--- config.mk ---
export PLATFORM = sky130hd
export DESIGN_NAME = pdm_mic_emulator
export DESIGN_NICKNAME = d
export VERILOG_FILES = /design/src/rtl/pdm_mic_emulator.sv
export SDC_FILE = /design/constraint.sdc
export NUM_CORES = 1
export LEC_CHECK = 0
export ABC_AREA = 0
export CORE_MARGIN = 3
export CORE_UTILIZATION = 50
export CTS_BUF_LIST = sky130_fd_sc_hd__clkbuf_16
export CTS_CLUSTER_SIZE = 8
export DETAILED_ROUTE_END_ITERATION = 10
export HOLD_SLACK_MARGIN = 0.05
export PLACE_DENSITY = 0.72
export SETUP_SLACK_MARGIN = 0.4
export SYNTH_ARGS = -nofsm -noshare
export SYNTH_HDL_FRONTEND = slang
export SYNTH_SLANG_ARGS = --single-unit
export TNS_END_PERCENT = 5
--- constraint.sdc ---
create_clock -name clk -period 3.6 [get_ports clk]
set_input_delay 0.54 -clock clk [delete_from_list [all_inputs] [get_ports clk]]
set_output_delay 0.54 -clock clk [all_outputs]
set_load 0.005 [all_outputs]
--- src/rtl/pdm_mic_emulator.sv ---
// PDM MEMS microphone emulator.
// Takes signed PCM samples over valid/ready, holds each for hold_num+1 PDM
// bits, and turns the held value into a 1-bit stream with a first-order
// carry-out sigma-delta. Bits launch on the selected edge of the receiver's
// microphone clock, which is synchronised into the system clock domain.
module pdm_mic_emulator #(
  parameter int DATA_W      = 16,
  parameter int SYNC_STAGES = 2
) (
  input  logic              clk,
  input  logic              rst_n,
  input  logic              enable,
  input  logic              mic_clk,
  input  logic              channel,
  input  logic [7:0]        hold_num,
  input  logic [DATA_W-1:0] sample_in,
  input  logic              sample_valid,
  output logic              sample_ready,
  output logic              data_out,
  output logic              data_oe,
  output logic              underrun,
  output logic [15:0]       underrun_cnt
);

  logic [SYNC_STAGES-1:0] sync_q;
  logic [SYNC_STAGES:0]   live_q;
  logic                   mic_prev;
  logic                   mic_s;
  logic                   edge_seen;
  logic                   launch_edge;
  logic                   release_edge;

  logic [DATA_W-1:0]      acc_q;
  logic [DATA_W-1:0]      cur_q;
  logic [DATA_W-1:0]      pend_q;
  logic                   pend_full;
  logic [7:0]             bit_cnt;

  logic [DATA_W-1:0]      u;
  logic [DATA_W:0]        sum;
  logic                   boundary;
  logic                   accept;

  assign mic_s = sync_q[SYNC_STAGES-1];

  // live_q fills with ones after reset; edges only count once the synchroniser
  // and the previous-value flop both hold genuinely sampled mic_clk values,
  // so a mic_clk already high at reset release is not mistaken for an edge.
  assign edge_seen    = live_q[SYNC_STAGES] && (mic_s != mic_prev);
  assign launch_edge  = edge_seen && (channel ? mic_s : ~mic_s);
  assign release_edge = edge_seen && (channel ? ~mic_s : mic_s);

  // Offset-binary view of the held sample feeds the carry-out accumulator.
  assign u        = {~cur_q[DATA_W-1], cur_q[DATA_W-2:0]};
  assign sum      = {1'b0, acc_q} + {1'b0, u};
  assign boundary = (bit_cnt >= hold_num);

  assign sample_ready = ~pend_full;
  assign accept       = sample_valid && sample_ready;

  // Synchronise mic_clk and keep its previous value for edge detection.
  always_ff @(posedge clk or negedge rst_n) begin
    if (!rst_n) begin
      sync_q   <= '0;
      live_q   <= '0;
      mic_prev <= 1'b0;
    end else begin
      sync_q[0] <= mic_clk;
      live_q[0] <= 1'b1;
      for (int i = 1; i < SYNC_STAGES; i++) begin
        sync_q[i] <= sync_q[i-1];
      end
      for (int i = 1; i <= SYNC_STAGES; i++) begin
        live_q[i] <= live_q[i-1];
      end
      mic_prev <= mic_s;
    end
  end

  // Modulator, hold counter, sample buffers, data line and underrun tracking.
  always_ff @(posedge clk or negedge rst_n) begin
    if (!rst_n) begin
      data_out     <= 1'b0;
      data_oe      <= 1'b0;
      underrun     <= 1'b0;
      underrun_cnt <= '0;
      acc_q        <= '0;
      cur_q        <= '0;
      pend_q       <= '0;
      pend_full    <= 1'b0;
      bit_cnt      <= '0;
    end else begin
      underrun <= 1'b0;
      if (!enable) begin
        data_out <= 1'b0;
        data_oe  <= 1'b0;
      end else if (launch_edge) begin
        data_out <= sum[DATA_W];
        data_oe  <= 1'b1;
        acc_q    <= sum[DATA_W-1:0];
        if (boundary) begin
          bit_cnt <= '0;
          if (pend_full) begin
            cur_q     <= pend_q;
            pend_full <= 1'b0;
          end else begin
            underrun <= 1'b1;
            if (underrun_cnt != 16'hFFFF) begin
              underrun_cnt <= underrun_cnt + 16'd1;
            end
          end
        end else begin
          bit_cnt <= bit_cnt + 8'd1;
        end
      end else if (release_edge) begin
        data_oe <= 1'b0;
      end
      if (accept) begin
        pend_q    <= sample_in;
        pend_full <= 1'b1;
      end
    end
  end

endmodule

Run 1, M4 wires:
Supply wires on this layer in grey.
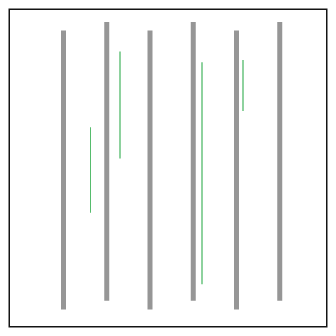
longest straight run: 69.4 um
wire length on this layer: 145 um
vias after detailed routing: 3142
total routed wirelength: 8.239 mm

Run 1, the metal 1 layer:
Bar = 20 um. Supply wires on this layer in grey.
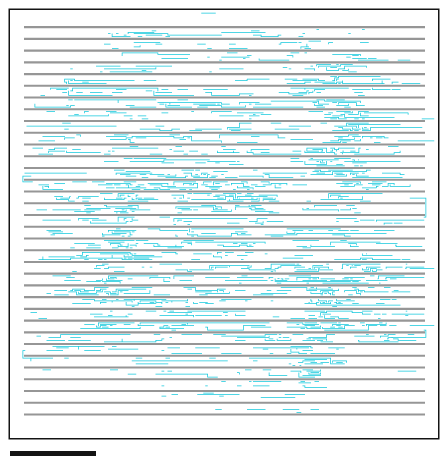
main direction: horizontal
longest straight run: 29.9 um
wire length on this layer: 3670 um
grt met1 use: 22.90%

==> run notes, run 1 <==
This memo summarizes the results of the implementation run.

Critical path
Max fanout on the critical path was recorded as 17. For the worst setup path, the data arrival time is 2.92 ns. The critical path capture point type is a register.

In this run the worst setup path begins at hold_num[0]. Looking at the reg2reg group, the worst path starts from acc_q[0]. For the worst reg-to-reg path, the endpoint reported by OpenROAD is acc_q[12].

Synth
The number of flip-flops and latches in the synthesized netlist is 82. In the synthesized netlist the dominant register cell turns out to be sky130_fd_sc_hd__dfrtp_1. Warnings reported by Yosys during synthesis add up to 0. The xor and xnor area share after synthesis is 5.448%. The share of Yosys cell area claimed by the top area cell type is 47.28%. The number of cells reported by Yosys stat comes to 397. In this run, synthesis inferred 0 flip-flops with an integrated enable. At floorplan, the net count of the design was reported as 454.

Clock network
TritonCTS built the clock tree. In this run the clock root is driven by a sky130_fd_sc_hd__clkbuf_16. The clock drives 82 sinks. Gates resized during post-CTS repair numbered 0. For this design, the CTS-stage hold fixing added 0 buffers.

Global route
The most used routing layer is met2. The number of antenna violations at the first check in global routing was 0. The largest net degree at the start of global routing is 83. The number of global-route vias before repair is 3086.

The total congestion overflow after global routing is 0.

Timing
The fmax is 369.8 MHz. The final tally of setup violations is 0.

Final layout
The multi-input gate share of total cell area is 41.47%. The total number of multi-input combinational cells is 289. The clock network area share is 6.129%. The post-route netlist has 12.83% of its cells at a drive strength greater than 1.

Floorplan
The overall die area is 9835 um2. The placeable core area is 8341 um2.

Power
In this run the static leakage power is 2.476 nW. The total power density per cell area is 445.6 nW/um2. The peak ir drop on the vdd network is 0.0002730 V. The internal power of the cells totals 0.001750 W.

Route
The met2 wirelength from detailed routing is 4.109 mm. After detailed routing, the met3 layer carries 319 um of wire.

Run status
The flow ran to the end, and the final reports show no timing, DRC or antenna violations.

Hold path
The hold path endpoint is live_q[1].
Run 1, met2 routing:
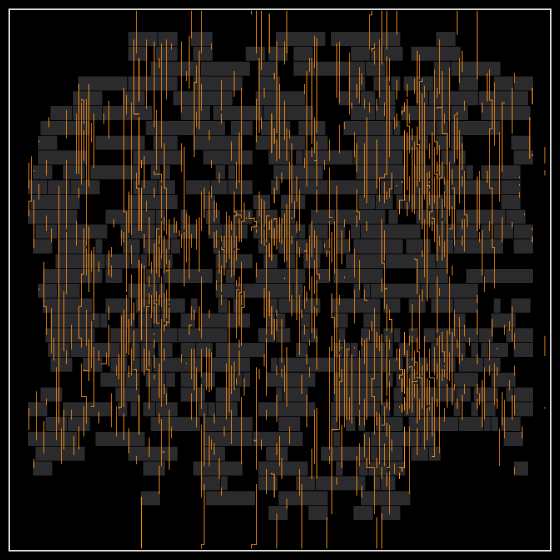
wire length on this layer: 4110 um
longest straight run: 43.5 um
main direction: vertical
met2 layer usage reported by global route: 29.03%

run 1: stage by stage:
| stage | hold slack, ns | utilization (%) | setup WS (ns) | cell area [um2] | std cells |
|---|---|---|---|---|---|
| detailed placement | 0.3434 | 58.82 | 0.5174 | 4906 | 541 |
| global placement | 0.3317 | 58.82 | 0.5795 | 4906 | 541 |
| global route | 0.3599 | 62.66 | 0.7230 | 5226 | 557 |
| CTS | 0.3518 | 62.66 | 0.8632 | 5226 | 557 |
| floorplan | 0.2444 | - | 1.207 | 4340 | 397 |
| finish | 0.3512 | 62.66 | 0.8955 | 5226 | 557 |
run 1: flip-flops by register name, indices dropped and copies added, names as in the netlist, 2 cells and up:
signal / flops
pend_q: 16
bit_cnt: 8
sync_q: 2
acc_q: 16
underrun_cnt: 16
live_q: 3
cur_q: 16
run 1: synthesized netlist by cell type (all sizes together), types with 2 or more instances:
| cell | instances |
|---|---|
| ha | 26 |
| nand2b | 4 |
| nand2 | 41 |
| nor2b | 3 |
| o31ai | 2 |
| clkbuf | 7 |
| a311oi | 2 |
| a2111oi | 2 |
| a21o | 9 |
| nand4 | 6 |
| a31oi | 3 |
| o211ai | 3 |
| o21ai | 24 |
| and3 | 5 |
| o21a | 5 |
| a21oi | 15 |
| o21bai | 2 |
| buf | 5 |
| nor2 | 17 |
| nor3b | 2 |
| nand3 | 22 |
| and2 | 4 |
| dfrtp | 82 |
| and4 | 2 |
| xor2 | 11 |
| mux2 | 34 |
| xnor2 | 16 |
| nor3 | 6 |
| inv | 14 |
run 1: worst max-delay path, delay by kind of cell:
kind                       cells  cell delay (ns)
buffers and inverters          1             0.40
muxes                          1             0.36
adders and majority gates      1             0.28
and+or+nand+nor                4             0.75
AOI/OAI and AO/OA              1             0.58
==> inputs of run 2 (changes only) <==
==> constraint.sdc (replaced) <==
create_clock -name clk -period 2.5 [get_ports clk]
set_input_delay 0.375 -clock clk [delete_from_list [all_inputs] [get_ports clk]]
set_output_delay 0.375 -clock clk [all_outputs]
set_load 0.005 [all_outputs]
==> run 2 against run 1 <==
- sequential share of layout area down 2.5 points
- die size is the same
- global-route usage increased by 0.74 points
- total power rose by 47%
- sequential cell count stayed put
- first-iteration DRC count shrank 22%
- sequential power up 42%
- cell area rose by 7.0%
- wire length grew 7.5%
- final cell count increased by 4.5%
- area after synthesis is the same
- largest cell class unchanged
- largest power group unchanged
==> run notes, run 2 <==
This memo summarizes the results of the implementation run.

Run status
Run status: complete, no violations (unchanged).

Synth
The total of warnings raised by yosys is 0 (unchanged). The most frequent cell after synthesis is sky130_fd_sc_hd__dfrtp_1 (unchanged). The commonest register cell after synthesis is sky130_fd_sc_hd__dfrtp_1 (unchanged). The number of synthesized flops with an enable pin is 0 (unchanged).

Most instantiated cells after synthesis: 82 x sky130_fd_sc_hd__dfrtp_1, 39 x sky130_fd_sc_hd__nand2_1, 26 x sky130_fd_sc_hd__ha_1 (unchanged).

Power
The total power density per cell area was 611.2 nW/um2 (was 445.6 nW/um2). The static leakage power is 2.652 nW (was 2.476 nW). The peak ir drop on the vdd network is 0.0003794 V (was 0.0002730 V).

Final layout
The final standard cell area without fillers was 5590 um2 (was 5226 um2). The final standard cell count with taps included and fillers excluded was 582 (was 557). The layout cell share with drive strength beyond 1 was 21.80% (was 12.83%).

Placement
The cell count after placement was 552 (was 541). The pre-CTS setup slack is -0.1905 ns (was 0.5174 ns). The instance area after placement is 5021 um2 (was 4906 um2).

Clock network
The clock tree from TritonCTS was yes (unchanged). The number of sinks driven by the clock tree was 82 (unchanged).

Timing
The post-route worst setup slack is 0.2551 ns (was 0.8955 ns). The fmax is 445.4 MHz.

Critical path
The worst reg2reg path endpoint is underrun_cnt[1] (was acc_q[12]). The critical path capture point type was a register (unchanged). The arrival time at the worst endpoint is 2.47 ns (was 2.92 ns). The critical path buffer and inverter count is 1 (unchanged). The largest delay contributor family on the critical path is simple AND/OR/NAND/NOR gates (unchanged). The maximum fanout count along the critical path came to 2 (was 17).

Global route
The total congestion overflow after global routing is 0 (unchanged). The number of antenna violations at the first check in global routing is 0 (unchanged). The number of global-route vias before repair came to 3217 (was 3086).

Hold path
The hold path endpoint is live_q[2] (was live_q[1]).
run 2: cell count changes in the layout (fill, tap and decap cells not counted), sizes merged, moves of 2 or more:
cell,before,now
dlymetal6s2s,0,3
buf,3,26
clkinvlp,3,1
inv,15,18
clkdlybuf4s50,48,42
dlygate4sd2,0,3
run 2: cell type report:
type	count	area, um2	area share (%)
Timing Repair Buffer	75	713.2	12.76
Clock inverter	7	81.33	1.455
Clock buffer	9	225.2	4.029
Inverter	14	52.55	0.9400
Multi-Input combinational cell	290	2331	41.70
Tap cell	105	131.4	2.350
Sequential cell	82	2056	36.77
run 2: power by group through the flow:
stage	clock network, W	registers [W]	logic [W]
global placement	0	0.00153	0.000460
CTS	0.00138	0.00151	0.000509
floorplan	0	0.00152	0.000319
global route	0.00145	0.00152	0.000620
detailed placement	0	0.00154	0.000479
finish	0.00136	0.00151	0.000548
run 2: per-layer routing:
| metal | vias up | wire length [um] | track usage, % |
|---|---|---|---|
| met4 | 0 | 102 | 4.517 |
| li1 | 1570 | - | - |
| met2 | 43 | 4504 | 32.33 |
| met3 | 9 | 274 | 4.208 |
| met1 | 1546 | 3974 | 23.21 |
| met5 | - | 0 | 0 |
run 2: cell families (layout without fill, tap and decap cells):
kind of cell / after synthesis / in the layout / share of synthesized area (%)
compound gates: 78 / 78 / 11.82
xor+xnor: 27 / 27 / 5.448
fa+ha+maj: 27 / 27 / 7.956
buf+inv: 26 / 105 / 2.883
flops: 82 / 82 / 47.28
mux: 35 / 35 / 9.830
other cells: 1 / 1 / 0.08640
simple gates: 121 / 122 / 14.70
run 2: repair_timing:
action / 4_1_cts / 5_1_grt
hold endpoints to repair: 32 / 0
hold buffers: 1 / 0
gates resized: 15 / 18
pin swaps: 8 / 14
gates cloned: 1 / 0
setup buffers: 7 / 5
endpoints found under the setup margin: 43 / 50
Run 2, met2 routing:
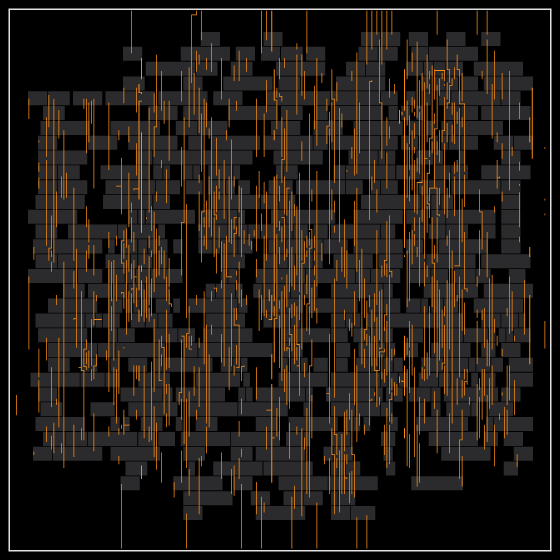
share of all routed wire: 51%
main direction: vertical
total routed wirelength: 8.856 mm
vias after detailed routing: 3168

Run 2, M3 wires:
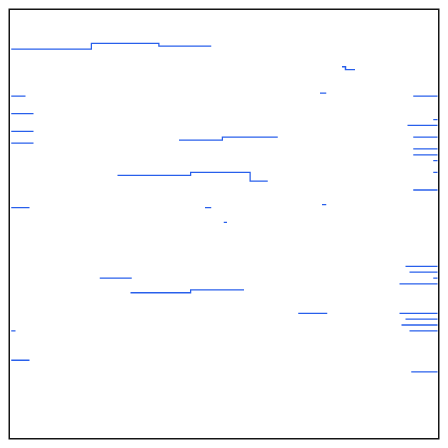
longest straight run: 18.4 um
wire length on this layer: 275 um
met3 Track Usage GR: 4.208%

==> inputs of run 3 (changes only) <==
--- a/config.mk
+++ b/config.mk
@@ -14,6 +14,7 @@
 export HOLD_SLACK_MARGIN = 0.05
 export PLACE_DENSITY = 0.72
 export SETUP_SLACK_MARGIN = 0.4
+export SLEW_MARGIN = 10
 export SYNTH_ARGS = -nofsm -noshare
 export SYNTH_HDL_FRONTEND = slang
 export SYNTH_SLANG_ARGS = --single-unit
Run 3, M3 wires:
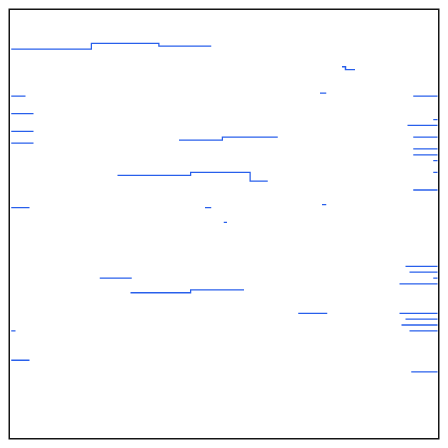
main direction: horizontal
share of all routed wire: 3.1%
wire length on this layer: 275 um
nets with wire on the layer: 30

==> run 3 against run 2 <==
- area after synthesis did not move
- via count did not move
- global-route usage did not move
- count of clock-buffer cells in the layout did not move
- first-iteration DRC count did not move
- synthesized cell count did not move
- worst hold slack did not move
- clock skew did not move
- critical path type unchanged
- critical endpoint unchanged
- largest power group unchanged
==> run notes, run 3 <==
This memo summarizes the results of the implementation run.

Route
The total length of routed wires was 8.856 mm (unchanged). The met2 wirelength from detailed routing came to 4.504 mm (unchanged). The wire length on met3 came to 274 um (unchanged). The top routing layer in use is met4 (unchanged). The number of vias in the routed layout was 3168 (unchanged).

The met1 wire length is 3.974 mm (unchanged).

Synth
Most instantiated cells after synthesis: 82 x sky130_fd_sc_hd__dfrtp_1, 39 x sky130_fd_sc_hd__nand2_1, 26 x sky130_fd_sc_hd__ha_1 (unchanged). The share of Yosys cell area claimed by the top area cell type was 47.28% (unchanged). The total of warnings raised by yosys is 0 (unchanged). The most frequent cell after synthesis is sky130_fd_sc_hd__dfrtp_1 (unchanged). The count of distinct cell types in the synthesized netlist is 63 (unchanged). The number of flip-flops and latches in the synthesized netlist is 82 (unchanged). The commonest register cell after synthesis is sky130_fd_sc_hd__dfrtp_1 (unchanged). The total nets after synthesis is 454 (unchanged). The number of synthesized flops with an enable pin is 0 (unchanged). The number of cells in Yosys stat is 397 (unchanged).

Critical path
The maximum fanout count along the critical path came to 2 (unchanged). The critical path capture point type is a register (unchanged). Series of cell instances along the critical path: clkdlybuf4s50_1, ha_1, nand2b_1, a2111oi_4, or4_4, a21oi_4, and2_4, mux2_4 (unchanged). The largest delay contributor family on the critical path is simple AND/OR/NAND/NOR gates (unchanged).

The critical path buffer and inverter count is 1 (unchanged). The arrival time at the worst endpoint is 2.47 ns (about the same).

Placement
The pre-CTS setup slack is -0.1905 ns (unchanged).

Global route
The routing usage on met3 came to 4.208% (unchanged). The number of global-route vias before repair came to 3217 (unchanged). The global-route track usage on met1 is 23.21% (unchanged). The most used routing layer is met2 (unchanged). The met2 usage is 32.33% (unchanged). The largest net degree at the start of global routing is 51 (unchanged). The total congestion overflow after global routing is 0 (unchanged). The number of antenna violations at the first check in global routing was 0 (unchanged).

Clock network
The buffer count from post-CTS setup fixing is 7 (unchanged). The number of sinks driven by the clock tree is 82 (unchanged). The clock tree from TritonCTS is yes (unchanged). The post-CTS resize count came to 15 (unchanged).

The buffer cell driving the clock tree root is sky130_fd_sc_hd__clkbuf_16 (unchanged). The number of hold-repair buffers added at the cts stage is 1 (unchanged).

Timing
The smallest hold slack was 0.3437 ns (unchanged). The final tally of setup violations is 0 (unchanged). The worst-case clock skew is 0.01037 ns (unchanged). The fmax is 445.4 MHz (unchanged). The post-route worst setup slack is 0.2551 ns (unchanged).

Final layout
The layout cell share with drive strength beyond 1 was 21.80% (unchanged). The core occupancy in the finished layout is 67.03% (unchanged).

Power
The peak ir drop on the vdd network came to 0.0003794 V (unchanged). The total power density per cell area came to 611.2 nW/um2 (unchanged). The static leakage power is 2.652 nW (unchanged).

Run status
Run status: complete, no violations (unchanged).

Floorplan
The vertical die size is 99.17 um (unchanged). The placeable core area is 8341 um2 (unchanged).
Run 3, wiring heat map:
The die is cut into 20 by 20 equal tiles; dark blue is low, red is high, scaled to the fullest tile. Values are wire area over tile area, all layers added.
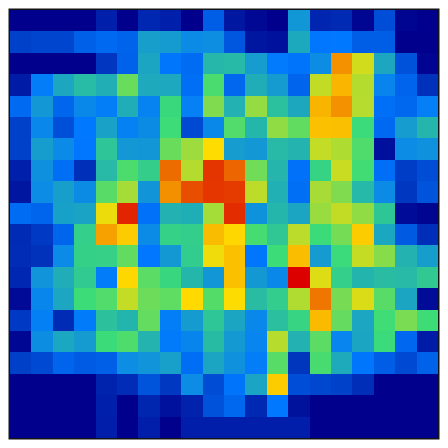
densest ninth of the die: centre
fullest tile: 0.42
mean over tiles: 0.14
nearly empty tiles: 13%
average detailed-routed wire length per instance: 15.22 um
global-route usage over all layers: 18.47%

[run 3: cell counts after synthesis]
Identical to the previous run, type by type.
[run 3: final timing paths]
kind | startpoint | cells after the start | to | slack [ns]
worst min-delay path | live_q[1] | 0 | live_q[2] | 0.34
min in group asynchronous | rst_n | 2 | bit_cnt[0] | 0.52
worst max register to register | bit_cnt[5] | 9 | underrun_cnt[1] | 0.27
worst min register to register | live_q[1] | 0 | live_q[2] | 0.34
worst max-delay path | hold_num[0] | 8 | underrun_cnt[1] | 0.26
max in group asynchronous | rst_n | 3 | cur_q[10] | 1.37
[run 3: through the flow]
| stage | instance area (um2) | power [W] | std cells | TNS [ns] |
|---|---|---|---|---|
| floorplan | 4360 | 0.001837 | 397 | 0 |
| global placement | 5021 | 0.001993 | 552 | -3.165 |
| detailed placement | 5021 | 0.002018 | 552 | -4.117 |
| CTS | 5477 | 0.003403 | 577 | 0 |
| global route | 5590 | 0.003592 | 582 | 0 |
| finish | 5590 | 0.003417 | 582 | 0 |
[run 3: cells by family after synthesis]
logic type	synth area share, %
other	0.08640
muxes	9.830
AOI/OAI and AO/OA	11.82
xor gates and xnor gates	5.448
and+or+nand+nor	14.70
DFF	47.28
buffers and inverters	2.883
adders and majority gates	7.956
[run 3: power breakdown]
group	internal, W	switching [W]
sequential	0.00143	0.0000772
combinational	0.000280	0.000268
clock	0.000790	0.000570
total	0.00250	0.000915
[run 3: layout make-up]
class                           instances  area [um2]
Clock buffer                            9       225.2
Clock inverter                          7       81.33
Fill cell                             636        2750
Inverter                               14       52.55
Multi-Input combinational cell        290        2331
Sequential cell                        82        2056
Tap cell                              105       131.4
Timing Repair Buffer                   75       713.2
Power figures rest on the tool's default switching activity, not on a simulated workload.
